**config.mk**
```make
export PLATFORM = sky130hd
export DESIGN_NAME = dmem_uart_tx
export DESIGN_NICKNAME = d
export VERILOG_FILES = /design/src/rtl/dmem_uart_tx.sv
export SDC_FILE = /design/constraint.sdc
export NUM_CORES = 1
export LEC_CHECK = 0
export CAP_MARGIN = 20
export CORE_AREA = 2 2 141 143
export CTS_BUF_LIST = sky130_fd_sc_hd__clkbuf_16
export DETAILED_ROUTE_END_ITERATION = 10
export DIE_AREA = 0 0 143 145
export GPL_TIMING_DRIVEN = 0
export PLACE_DENSITY = 0.73
export SYNTH_ARGS = -nofsm -noshare
export SYNTH_HDL_FRONTEND = slang
export SYNTH_SLANG_ARGS = --single-unit
```
**constraint.sdc**
```tcl
create_clock -name clk -period 6.2 [get_ports clk]
set_input_delay 1.24 -clock clk [delete_from_list [all_inputs] [get_ports clk]]
set_output_delay 1.24 -clock clk [all_outputs]
set_load 0.01 [all_outputs]
```
**src/rtl/dmem_uart_tx.sv**
```systemverilog
`default_nettype none
// ============================================================================
// Module   : dmem_uart_tx
// Brief    : Memory-mapped 8N1 UART transmitter with a 16-deep TX FIFO.
//            Registers: 0x0 TXDATA (wo), 0x4 STATUS, 0x8 DIVISOR, 0xC rsvd.
// Revision : 1.0 - initial release
// ============================================================================
module dmem_uart_tx #(
  parameter logic [31:0] BASE      = 32'h1000_0010,
  parameter logic [15:0] DIV_RESET = 16'd433,
  parameter int          FIFO_AW   = 4
) (
  input  logic        clk,
  input  logic        reset,
  input  logic [31:0] dmem_rd_addr,
  input  logic        dmem_rd_req,
  output logic [31:0] dmem_rd_data,
  output logic        dmem_rd_ack,
  input  logic [31:0] dmem_wr_addr,
  input  logic [31:0] dmem_wr_data,
  input  logic [3:0]  dmem_wr_be,
  input  logic        dmem_wr_req,
  output logic        tx
);

  localparam int                 c_depth   = 1 << FIFO_AW;
  localparam logic [FIFO_AW-1:0] c_ptr_one = FIFO_AW'(1);
  localparam logic [FIFO_AW:0]   c_cnt_one = (FIFO_AW + 1)'(1);

  localparam logic [1:0] c_off_txdata = 2'd0;
  localparam logic [1:0] c_off_status = 2'd1;
  localparam logic [1:0] c_off_div    = 2'd2;

  typedef enum logic [1:0] {
    S_IDLE  = 2'd0,
    S_START = 2'd1,
    S_DATA  = 2'd2,
    S_STOP  = 2'd3
  } state_t;

  // --------------------------------------------------------------------------
  // Register state
  // --------------------------------------------------------------------------
  logic [7:0]         r_mem [c_depth];
  logic [FIFO_AW-1:0] r_wr_ptr;
  logic [FIFO_AW-1:0] r_rd_ptr;
  logic [FIFO_AW:0]   r_count;
  logic               r_overflow;
  logic [15:0]        r_div;

  state_t             r_state;
  state_t             w_state_next;
  logic [7:0]         r_shifter;
  logic [7:0]         w_shifter_next;
  logic [2:0]         r_bit_cnt;
  logic [2:0]         w_bit_cnt_next;
  logic [15:0]        r_baud_cnt;
  logic [15:0]        w_baud_cnt_next;
  logic [15:0]        r_div_lat;
  logic [15:0]        w_div_lat_next;
  logic               r_tx;
  logic               w_tx_next;

  // --------------------------------------------------------------------------
  // Address decode and derived status
  // --------------------------------------------------------------------------
  logic       w_rd_hit;
  logic       w_wr_hit;
  logic [1:0] w_rd_off;
  logic [1:0] w_wr_off;
  logic       w_full;
  logic       w_empty;
  logic       w_busy;
  logic       w_pop;
  logic       w_push_req;
  logic       w_push_ok;
  logic       w_ovf_set;
  logic       w_ovf_clr;
  logic       w_bit_end;
  logic [31:0] w_status;
  logic [31:0] w_rd_value;

  assign w_rd_hit = (dmem_rd_addr[31:4] == BASE[31:4]);
  assign w_wr_hit = (dmem_wr_addr[31:4] == BASE[31:4]);
  assign w_rd_off = dmem_rd_addr[3:2];
  assign w_wr_off = dmem_wr_addr[3:2];

  // Count reaches exactly 2**FIFO_AW when full, so its MSB alone flags full.
  assign w_full  = r_count[FIFO_AW];
  assign w_empty = (r_count == '0);
  assign w_busy  = !w_empty || (r_state != S_IDLE);

  assign w_push_req = dmem_wr_req && w_wr_hit && (w_wr_off == c_off_txdata) && dmem_wr_be[0];
  // A full FIFO still takes the byte when the transmitter pops in the same cycle.
  assign w_push_ok  = w_push_req && (!w_full || w_pop);
  assign w_ovf_set  = w_push_req && !w_push_ok;
  assign w_ovf_clr  = dmem_wr_req && w_wr_hit && (w_wr_off == c_off_status) &&
                      dmem_wr_be[0] && dmem_wr_data[3];

  assign w_bit_end = (r_baud_cnt == r_div_lat);

  // Low address bits and unused write lanes are don't-care by design.
  logic w_unused;
  assign w_unused = &{1'b0, dmem_rd_addr[1:0], dmem_wr_addr[1:0],
                      dmem_wr_data[31:16], dmem_wr_be[3:2]};

  // Assemble STATUS word from live register state
  always_comb begin
    w_status                   = 32'd0;
    w_status[0]                = w_full;
    w_status[1]                = w_empty;
    w_status[2]                = w_busy;
    w_status[3]                = r_overflow;
    w_status[8 +: FIFO_AW + 1] = r_count;
  end

  // Read mux; values reflect state before any same-cycle write lands
  always_comb begin
    w_rd_value = 32'd0;
    case (w_rd_off)
      c_off_status: w_rd_value = w_status;
      c_off_div:    w_rd_value = {16'd0, r_div};
      default:      w_rd_value = 32'd0;
    endcase
  end

  // Registered read response, zero when not acknowledged
  always_ff @(posedge clk) begin
    if (reset) begin
      dmem_rd_ack  <= 1'b0;
      dmem_rd_data <= 32'd0;
    end else begin
      dmem_rd_ack  <= dmem_rd_req && w_rd_hit;
      dmem_rd_data <= (dmem_rd_req && w_rd_hit) ? w_rd_value : 32'd0;
    end
  end

  // Divisor register with per-byte-lane writes
  always_ff @(posedge clk) begin
    if (reset) begin
      r_div <= DIV_RESET;
    end else if (dmem_wr_req && w_wr_hit && (w_wr_off == c_off_div)) begin
      if (dmem_wr_be[0]) r_div[7:0]  <= dmem_wr_data[7:0];
      if (dmem_wr_be[1]) r_div[15:8] <= dmem_wr_data[15:8];
    end
  end

  // Sticky overflow flag; a set in the same cycle beats a clear
  always_ff @(posedge clk) begin
    if (reset) begin
      r_overflow <= 1'b0;
    end else if (w_ovf_set) begin
      r_overflow <= 1'b1;
    end else if (w_ovf_clr) begin
      r_overflow <= 1'b0;
    end
  end

  // FIFO storage; contents need no reset because count gates validity
  always_ff @(posedge clk) begin
    if (w_push_ok) begin
      r_mem[r_wr_ptr] <= dmem_wr_data[7:0];
    end
  end

  // FIFO pointers and occupancy count
  always_ff @(posedge clk) begin
    if (reset) begin
      r_wr_ptr <= '0;
      r_rd_ptr <= '0;
      r_count  <= '0;
    end else begin
      if (w_push_ok) r_wr_ptr <= r_wr_ptr + c_ptr_one;
      if (w_pop)     r_rd_ptr <= r_rd_ptr + c_ptr_one;
      case ({w_push_ok, w_pop})
        2'b10:   r_count <= r_count + c_cnt_one;
        2'b01:   r_count <= r_count - c_cnt_one;
        default: r_count <= r_count;
      endcase
    end
  end

  // Transmitter state register and registered serial output
  always_ff @(posedge clk) begin
    if (reset) begin
      r_state    <= S_IDLE;
      r_shifter  <= 8'd0;
      r_bit_cnt  <= 3'd0;
      r_baud_cnt <= 16'd0;
      r_div_lat  <= 16'd0;
      r_tx       <= 1'b1;
    end else begin
      r_state    <= w_state_next;
      r_shifter  <= w_shifter_next;
      r_bit_cnt  <= w_bit_cnt_next;
      r_baud_cnt <= w_baud_cnt_next;
      r_div_lat  <= w_div_lat_next;
      r_tx       <= w_tx_next;
    end
  end

  // Transmitter next-state: framing, bit timing and FIFO pops
  always_comb begin
    w_state_next    = r_state;
    w_shifter_next  = r_shifter;
    w_bit_cnt_next  = r_bit_cnt;
    w_baud_cnt_next = r_baud_cnt + 16'd1;
    w_div_lat_next  = r_div_lat;
    w_pop           = 1'b0;

    case (r_state)
      S_IDLE: begin
        w_baud_cnt_next = 16'd0;
        if (!w_empty) begin
          w_pop          = 1'b1;
          w_shifter_next = r_mem[r_rd_ptr];
          w_div_lat_next = r_div;
          w_state_next   = S_START;
        end
      end
      S_START: begin
        if (w_bit_end) begin
          w_baud_cnt_next = 16'd0;
          w_bit_cnt_next  = 3'd0;
          w_state_next    = S_DATA;
        end
      end
      S_DATA: begin
        if (w_bit_end) begin
          w_baud_cnt_next = 16'd0;
          w_shifter_next  = {1'b0, r_shifter[7:1]};
          w_bit_cnt_next  = r_bit_cnt + 3'd1;
          if (r_bit_cnt == 3'd7) w_state_next = S_STOP;
        end
      end
      S_STOP: begin
        if (w_bit_end) begin
          w_baud_cnt_next = 16'd0;
          // Chain straight into the next frame when data is waiting.
          if (!w_empty) begin
            w_pop          = 1'b1;
            w_shifter_next = r_mem[r_rd_ptr];
            w_div_lat_next = r_div;
            w_state_next   = S_START;
          end else begin
            w_state_next = S_IDLE;
          end
        end
      end
      default: w_state_next = S_IDLE;
    endcase

    case (w_state_next)
      S_START: w_tx_next = 1'b0;
      S_DATA:  w_tx_next = w_shifter_next[0];
      default: w_tx_next = 1'b1;
    endcase
  end

  assign tx = r_tx;

endmodule
`default_nettype wire

```
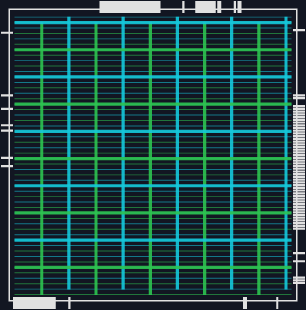
*Supply network*
Drawn at 2 px/um. Pins as bars on the die edge.
legend:
  VDD:
    colour: cyan
  VSS:
    colour: green
signal pins: 138
met1 rails: 52
met5 straps: 10
met4 straps: 10
rows: 51

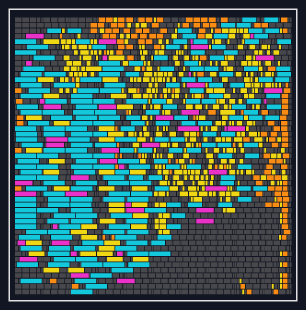
*Placement by cell class*
Drawn at 2 px/um. Fill, decap, tap and diode cells in grey.
legend:
  clock drivers and dummy loads:
    colour: magenta
    cells: 44
    share_of_their_area: 7.7%
  remaining buffers and delay cells:
    colour: orange
    cells: 146
    share_of_their_area: 11%
  sequential cells:
    colour: cyan
    cells: 225
    share_of_their_area: 51%
  combinational and other logic:
    colour: yellow
    cells: 428
    share_of_their_area: 30%

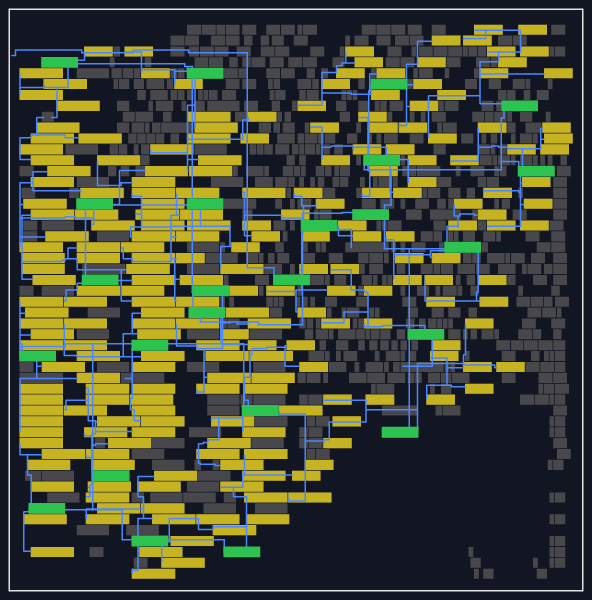
*Clock wires, drivers and flops*
Drawn at 4 px/um.
legend:
  clock drivers:
    colour: green
    count: 24
  flip-flops:
    colour: yellow
    count: 225
  clock wires:
    colour: blue
    length: 2480 um
flops lie: widely spread

==> flow_summary.yaml <==
# synthesis and place-and-route metrics
power_and_ir_drop:
  net-switching-power_w: 0.0006570
  power_combinational_w: 0.000109
  power_clock_w: 0.00152
  switching_part_of_the_total_power_pct: 20.47
  power.leakage_nw: 4.195
synth:
  top_area_share_pct: 40.95
  synth-warning-count: 0
  synth.cellmix.adderShare_pct: 2.533
  synthesized_chip_area_reported_by_yosys_sq_um: 9385
  topCombFamilyByArea: "multiplexers"
  synthTopCellsByArea: "sky130_fd_sc_hd__edfxtp_1 (41%), sky130_fd_sc_hd__dfxtp_1 (21%), sky130_fd_sc_hd__mux4_2 (9.6%)"
  synth.distinct_cells: 56
  synth_instances: 685
  yosys_most_used_dff: "sky130_fd_sc_hd__edfxtp_1"
  aoi_share_pct: 4.719
drt:
  dr_total_vias: 5881
  route.detailed.vias_per_inst: 5.308
  wl_per_cell_um: 18.72
  routedLengthMet1_um: 8519
  detailroute.wirelength.met3_um: 1129
finish:
  drive_above_1_share_pct: 13.40
  antenna-diode-count: 0
  layout_top_cells_excl_fill_tap: "sky130_fd_sc_hd__edfxtp_1 (128), sky130_fd_sc_hd__clkdlybuf4s50_1 (99), sky130_fd_sc_hd__dfxtp_1 (97)"
sta:
  layout_worst_path_cycle_share_pct: 76.89
  finalCriticalPeriod_ns: 4.767
  setup-tns-final_ns: 0
  worst_slew_margin_rel_pct: 30.26
  maxSlewViolCount: 0
min_path:
  worstHoldStart: "r_overflow"
  hp-class: "flop to flop"
setup_path:
  worst_setup_path_endpoint: "r_count[4]"
  worst-path-max-fanout: 10
  crit_path_start: "dmem_wr_addr[8]"
  critical_path_arrival_ns: 5.15
  path_buffers: 5
  worst_path_dominant_cell_family: "simple AND/OR/NAND/NOR gates"
  timing.rr.end: "r_count[4]"
  r2r_setup_slack_ns: 1.95
  critical_path.endpoint_type: "flop"
  cpMaxStageDelayCell: "sky130_fd_sc_hd__clkdlybuf4s50_1"
clock_tree:
  cts_num_sinks: 225
  clock_insertion_delay_at_the_later_pin_of_the_skew_report_ns: 0.54
  h-tree-depth: 1
  post_cts.repair.setup_buffers: 0
  ctsLongestPathBuffers: 3
outcome:
  outcome: "finished, final reports clean"
global_routing:
  grtUsageMet3_pct: 3.465
  grt_antenna_before_repair: 0
  grt_overflow: 0
  grt_pass1_wl_um: 32460
floorplanning:
  die_h_um: 145
  coreArea_sq_um: 19210
  fp_util_pct: 48.86
flow_run:
  tool_warnings: 58
-- area by class of cell --
class                      count  area, sq um
multi-input combinational    411         3332
timing repair buffer          99        991.0
buffer                        47        260.3
sequential                   225         5786
tap                          265        331.6
inverter                      17        63.81
clock buffer                  25        625.6
clock inverter                19        247.7
fill                        1510         7570
-- through the flow --
stage / power, W / instances / hold WS, ns / worst slack [ns] / utilization (%)
CTS: 0.003233 / 1108 / 0.4624 / 1.477 / 60.59
floorplan: 0.001641 / 700 / 0.4324 / 1.912 / -
global route: 0.003298 / 1108 / 0.4835 / 1.059 / 60.59
detailed placement: 0.001718 / 1064 / 0.4542 / 0.9544 / 56.04
finish: 0.003209 / 1108 / 0.4654 / 1.433 / 60.59
global placement: 0.001716 / 1064 / 0.4458 / 1.037 / 56.04
No activity file was given, so power comes from the tool's default toggle rates.
